--- src/rtl/hub75_column_scanner.sv ---
// HUB75 column scanner: fetches a column pair per address into a line buffer,
// then shifts three binary-coded modulation planes out to a 1:32-scan panel.
module hub75_column_scanner #(
   parameter int SCAN_RATE = 32,
   parameter int NUM_COLS  = 64,
   parameter int NUM_ROWS  = 64,
   parameter int RGB_RES   = 9,
   parameter int BASE_OE   = 16
) (
   input  logic                                        clk_in,
   input  logic                                        rst_n_in,
   input  logic                                        enable_in,
   output logic [$clog2(SCAN_RATE)-1:0]                column_index1,
   output logic [$clog2(SCAN_RATE):0]                  column_index2,
   input  logic [1:0][NUM_ROWS-1:0][RGB_RES-1:0]       columns_in,
   output logic [2:0]                                  rgb1_out,
   output logic [2:0]                                  rgb2_out,
   output logic [$clog2(SCAN_RATE)-1:0]                addr_out,
   output logic                                        hub_clk_out,
   output logic                                        hub_lat_out,
   output logic                                        hub_oe_out,
   output logic                                        frame_done_out
);

   // state   | meaning
   // IDLE    | blanked, waiting for enable_in
   // FETCH   | k=0..31: request column pair k / 32+k, capture rows a and a+32
   // SHIFT   | 2 cycles per pixel, 64 pixels of the current plane
   // LATCH   | 1-cycle latch pulse, still blanked
   // DISPLAY | oe low for BASE_OE<<plane cycles
   typedef enum logic [2:0] {
      S_IDLE,
      S_FETCH,
      S_SHIFT,
      S_LATCH,
      S_DISPLAY
   } state_t;

   localparam int AW  = $clog2(SCAN_RATE);
   localparam int CW  = $clog2(NUM_COLS);
   localparam int RW  = $clog2(NUM_ROWS);
   localparam int SW  = CW + 1;
   localparam int OEW = $clog2(BASE_OE*4) + 1;
   localparam int CH  = RGB_RES / 3;
   localparam int IW  = $clog2(RGB_RES);

   localparam logic [AW-1:0]  K_LAST     = AW'(SCAN_RATE-1);
   localparam logic [AW:0]    C2_BASE    = (AW+1)'(SCAN_RATE);
   localparam logic [SW-1:0]  SHIFT_LAST = SW'(2*NUM_COLS-1);
   localparam logic [1:0]     PLANE_LAST = 2'd2;
   localparam logic [OEW-1:0] OE_BASE    = OEW'(BASE_OE);

   state_t               r_state;
   state_t               w_state_nxt;
   logic [AW-1:0]        r_k;
   logic [SW-1:0]        r_cnt;
   logic [1:0]           r_plane;
   logic [OEW-1:0]       r_oe;
   logic [AW-1:0]        r_addr;
   logic                 r_frame_done;
   logic [RGB_RES-1:0]   r_top [NUM_COLS];
   logic [RGB_RES-1:0]   r_bot [NUM_COLS];

   logic                 w_disp_end;
   logic                 w_plane_last;
   logic [CW-1:0]        w_pix;
   logic [CW-1:0]        w_lo_idx;
   logic [CW-1:0]        w_hi_idx;
   logic [RW-1:0]        w_row_top;
   logic [RW-1:0]        w_row_bot;
   logic [RGB_RES-1:0]   w_top_pix;
   logic [RGB_RES-1:0]   w_bot_pix;
   logic [IW-1:0]        w_ib;
   logic [IW-1:0]        w_ig;
   logic [IW-1:0]        w_ir;

   assign w_disp_end   = (r_state == S_DISPLAY) && (r_oe == '0);
   assign w_plane_last = (r_plane == PLANE_LAST);
   assign w_pix        = r_cnt[SW-1:1];
   assign w_lo_idx     = CW'(r_k);
   assign w_hi_idx     = CW'(r_k) + CW'(SCAN_RATE);
   assign w_row_top    = RW'(r_addr);
   assign w_row_bot    = RW'(r_addr) + RW'(SCAN_RATE);
   assign w_top_pix    = r_top[w_pix];
   assign w_bot_pix    = r_bot[w_pix];
   assign w_ib         = IW'(r_plane);
   assign w_ig         = IW'(CH) + IW'(r_plane);
   assign w_ir         = IW'(2*CH) + IW'(r_plane);

   always_comb begin
      w_state_nxt = r_state;
      case (r_state)
         S_IDLE:    if (enable_in) w_state_nxt = S_FETCH;
         S_FETCH:   if (r_k == K_LAST) w_state_nxt = S_SHIFT;
         S_SHIFT:   if (r_cnt == SHIFT_LAST) w_state_nxt = S_LATCH;
         S_LATCH:   w_state_nxt = S_DISPLAY;
         S_DISPLAY: begin
            if (w_disp_end) begin
               if (!w_plane_last)  w_state_nxt = S_SHIFT;
               else if (enable_in) w_state_nxt = S_FETCH;
               else                w_state_nxt = S_IDLE;
            end
         end
         default:   w_state_nxt = S_IDLE;
      endcase
   end

   always_comb begin
      column_index1 = '0;
      column_index2 = '0;
      rgb1_out      = '0;
      rgb2_out      = '0;
      hub_clk_out   = 1'b0;
      hub_lat_out   = 1'b0;
      hub_oe_out    = 1'b1;
      case (r_state)
         S_FETCH: begin
            column_index1 = r_k;
            column_index2 = C2_BASE + {1'b0, r_k};
         end
         S_SHIFT: begin
            hub_clk_out = r_cnt[0];
            rgb1_out    = {w_top_pix[w_ir], w_top_pix[w_ig], w_top_pix[w_ib]};
            rgb2_out    = {w_bot_pix[w_ir], w_bot_pix[w_ig], w_bot_pix[w_ib]};
         end
         S_LATCH:   hub_lat_out = 1'b1;
         S_DISPLAY: hub_oe_out  = 1'b0;
         default: ;
      endcase
   end

   assign addr_out       = r_addr;
   assign frame_done_out = r_frame_done;

   always_ff @(posedge clk_in or negedge rst_n_in) begin
      if (!rst_n_in) begin
         r_state      <= S_IDLE;
         r_k          <= '0;
         r_cnt        <= '0;
         r_plane      <= '0;
         r_oe         <= '0;
         r_addr       <= '0;
         r_frame_done <= 1'b0;
      end else begin
         r_state <= w_state_nxt;

         if ((r_state == S_FETCH) && (r_k != K_LAST)) r_k <= r_k + AW'(1);
         else                                         r_k <= '0;

         if (r_state == S_SHIFT) r_cnt <= r_cnt + SW'(1);
         else                    r_cnt <= '0;

         if (r_state == S_FETCH)               r_plane <= '0;
         else if (w_disp_end && !w_plane_last) r_plane <= r_plane + 2'd1;

         // down-counter loaded with the plane's weight minus one; DISPLAY ends at zero
         if (r_state == S_LATCH)
            r_oe <= (OE_BASE << r_plane) - OEW'(1);
         else if ((r_state == S_DISPLAY) && (r_oe != '0))
            r_oe <= r_oe - OEW'(1);

         if (w_disp_end && w_plane_last) r_addr <= r_addr + AW'(1);

         r_frame_done <= w_disp_end && w_plane_last && (r_addr == K_LAST);
      end
   end

   // line buffer is plain storage; every entry is rewritten in FETCH before use
   always_ff @(posedge clk_in) begin
      if (r_state == S_FETCH) begin
         r_top[w_lo_idx] <= columns_in[0][w_row_top];
         r_top[w_hi_idx] <= columns_in[1][w_row_top];
         r_bot[w_lo_idx] <= columns_in[0][w_row_bot];
         r_bot[w_hi_idx] <= columns_in[1][w_row_bot];
      end
   end

endmodule

--- config.mk ---
export PLATFORM = sky130hd
export DESIGN_NAME = hub75_column_scanner
export DESIGN_NICKNAME = d
export VERILOG_FILES = /design/src/rtl/hub75_column_scanner.sv
export SDC_FILE = /design/constraint.sdc
export NUM_CORES = 2
export LEC_CHECK = 0
export CORE_AREA = 2 2 454 456
export DETAILED_ROUTE_END_ITERATION = 16
export DIE_AREA = 0 0 456 458
export PLACE_DENSITY = 0.55
export SETUP_SLACK_MARGIN = 0.4
export SYNTH_ARGS = -nofsm -noshare
export SYNTH_HDL_FRONTEND = slang
export SYNTH_SLANG_ARGS = --single-unit
--- constraint.sdc ---
create_clock -name clk_in -period 7.6 [get_ports clk_in]
set_input_delay 1.52 -clock clk_in [delete_from_list [all_inputs] [get_ports clk_in]]
set_output_delay 1.52 -clock clk_in [all_outputs]
set_load 0.01 [all_outputs]
m1.png
Scale bar: 100 µm. Supply wires on this layer in gray.
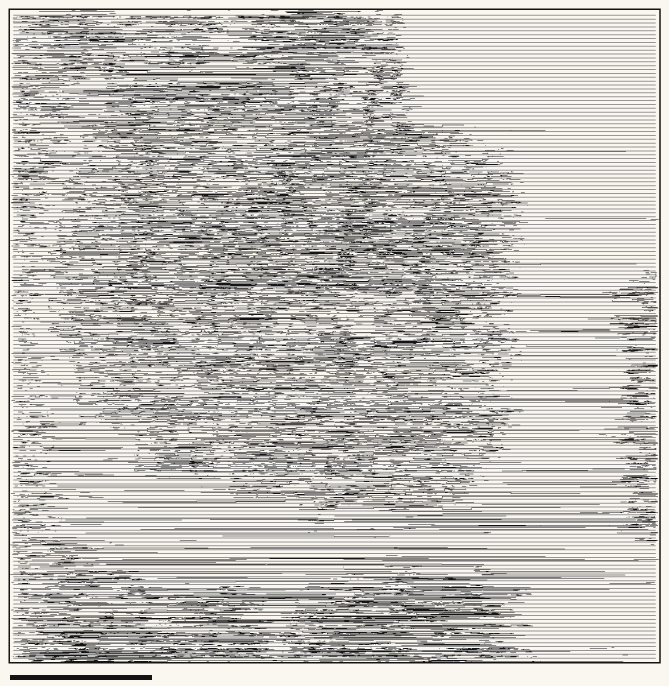
- nets with wire on the layer: 4,566
- main direction: horizontal
- wire length on this layer: 96.7 mm
- longest straight run: 283 µm
via count: 34.8k
GRT met1 Usage: 29.3%

==> Slide: Implementation Results <==
Key Metrics from the Run

Outcome
  • Outcome: finished, final reports clean

Floorplanning
  • Die Y: 458 µm
  • Initial Util: 26.9%
  • Tapcells: 2,688
  • Die area: 209,000 µm²
  • Core area: 204,000 µm²

Placement
  • Placed instance area: 70,100 µm²

Logic synthesis
  • Syn Nets: 3,756
  • Xor/xnor share of the synthesized area: 0.288%
  • Dominant register cell: edfxtp_1
  • Area leader share: 63.1%
  • Yosys simple share: 2.22%

Global routing
  • Largest net degree at the start of global routing: 109

Power and ir drop
  • Leak Pwr: 22.2 nW
  • Int Pwr: 11.3 mW

Final layout
  • Flip-flops: 1,182
  • FF/Latch Area: 35,400 µm²

Drt
  • WL per Instance: 37.0 µm

Run
  • Tally of max-capacitance violations: 0
  • Count of tool warnings: 36

Clock network
  • PostCTS Resize Cnt: 0
  • CTS tree: yes

STA
  • Slew @ Worst Pin: 1.16 ns
m2.png
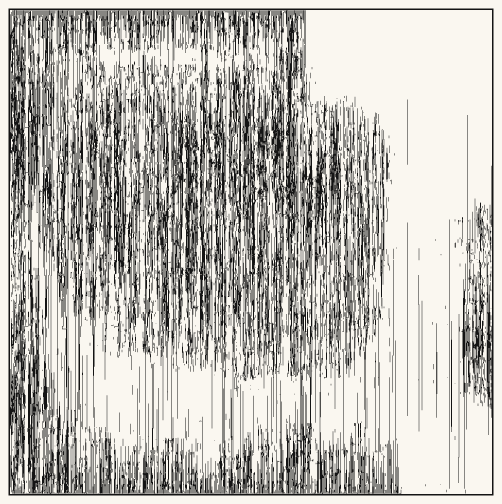
- nets with wire on the layer: 4,539
- longest straight run: 400 µm
- wire length on this layer: 119 mm

[how the worst max path moves through the flow]
stage,slack (ns),start,to,cells past startpoint
after floorplan,3.65,r_cnt[1]$_DFF_PN0_,rgb1_out[2],8
after global placement,1.40,r_cnt[1]$_DFF_PN0_,rgb2_out[1],9
after detailed placement,1.51,r_cnt[1]$_DFF_PN0_,rgb2_out[1],9
after CTS,0.72,r_cnt[1]$_DFF_PN0_,rgb2_out[1],9
after global routing,0.64,r_cnt[1]$_DFF_PN0_,rgb2_out[1],9
final,0.67,r_cnt[1]$_DFF_PN0_,rgb2_out[1],9
[layer usage]
layer / vias to the layer above / GRT usage [%] / routed length (µm) / part of all wire [%]
li1: 13835 / - / - / -
met1: 18752 / 29.3 / 96700 / 39
met2: 1844 / 37.4 / 119000 / 49
met3: 305 / 5.29 / 19500 / 7.9
met4: 30 / 9.22 / 9730 / 4.0
met5: - / 0 / 210 / 0.086
[cells in the mapped netlist, types with 7 or more instances]
| cell type | number |
|---|---|
| mux4_2 | 645 |
| buf_4 | 33 |
| clkbuf_1 | 81 |
| xor2_1 | 7 |
| edfxtp_1 | 1152 |
| o221ai_1 | 11 |
| a21oi_1 | 34 |
| o21ai_1 | 7 |
| nand2b_1 | 11 |
| buf_1 | 30 |
| mux2_2 | 42 |
| nand2_1 | 58 |
| and3_1 | 8 |
| nor3_1 | 8 |
| ha_1 | 9 |
| o21ai_0 | 12 |
| or3_1 | 8 |
| buf_2 | 36 |
| a2111oi_0 | 7 |
| dfrtp_1 | 30 |
| nor2b_1 | 10 |
| xnor2_1 | 11 |
| buf_6 | 14 |
| nand3_1 | 19 |
| nand3b_1 | 12 |
| and2_1 | 12 |
| a22oi_1 | 30 |
| o22ai_1 | 23 |
| a211oi_1 | 9 |
| mux2i_1 | 70 |
| nor2_1 | 85 |
[power groups by stage]
| stage | combinational [mW] | sequential [mW] | clock, mW |
|---|---|---|---|
| final | 0.990 | 7.15 | 6.03 |
| after global routing | 1.04 | 7.14 | 6.34 |
| after detailed placement | 0.993 | 7.29 | 0 |
| after CTS | 0.999 | 7.15 | 6.09 |
| after global placement | 0.985 | 7.29 | 0 |
| after floorplan | 0.194 | 7.28 | 0 |
[registers in the layout, indices dropped and copies added, names as in the netlist]
signal / flops
addr_out: 5
r_bot: 576
r_plane: 2
r_top: 576
r_cnt: 7
r_k: 5
frame_done_out: 1
r_oe: 7
r_state: 3
[worst max-delay path, cell delays in order (launching register included)]
cell and delay, ns:
dfrtp_4 1.03, buf_4 0.43, mux4_2 0.27, mux2i_1 0.09
a2111oi_0 0.85, a22oi_1 0.29, nand3_1 0.14, nand4_1 0.23
a41oi_1 0.63, clkdlybuf4s50_1 0.67
[metrics by stage]
step / hold WS, ns / cells / setup WS, ns
final: 0.536 / 6636 / 0.666
after global routing: 0.560 / 6628 / 0.637
after CTS: 0.535 / 6585 / 0.719
after detailed placement: 0.520 / 6362 / 1.51
after global placement: 0.521 / 6362 / 1.40
after floorplan: 0.468 / 2592 / 3.65
Power and IR drop assume default switching activity.
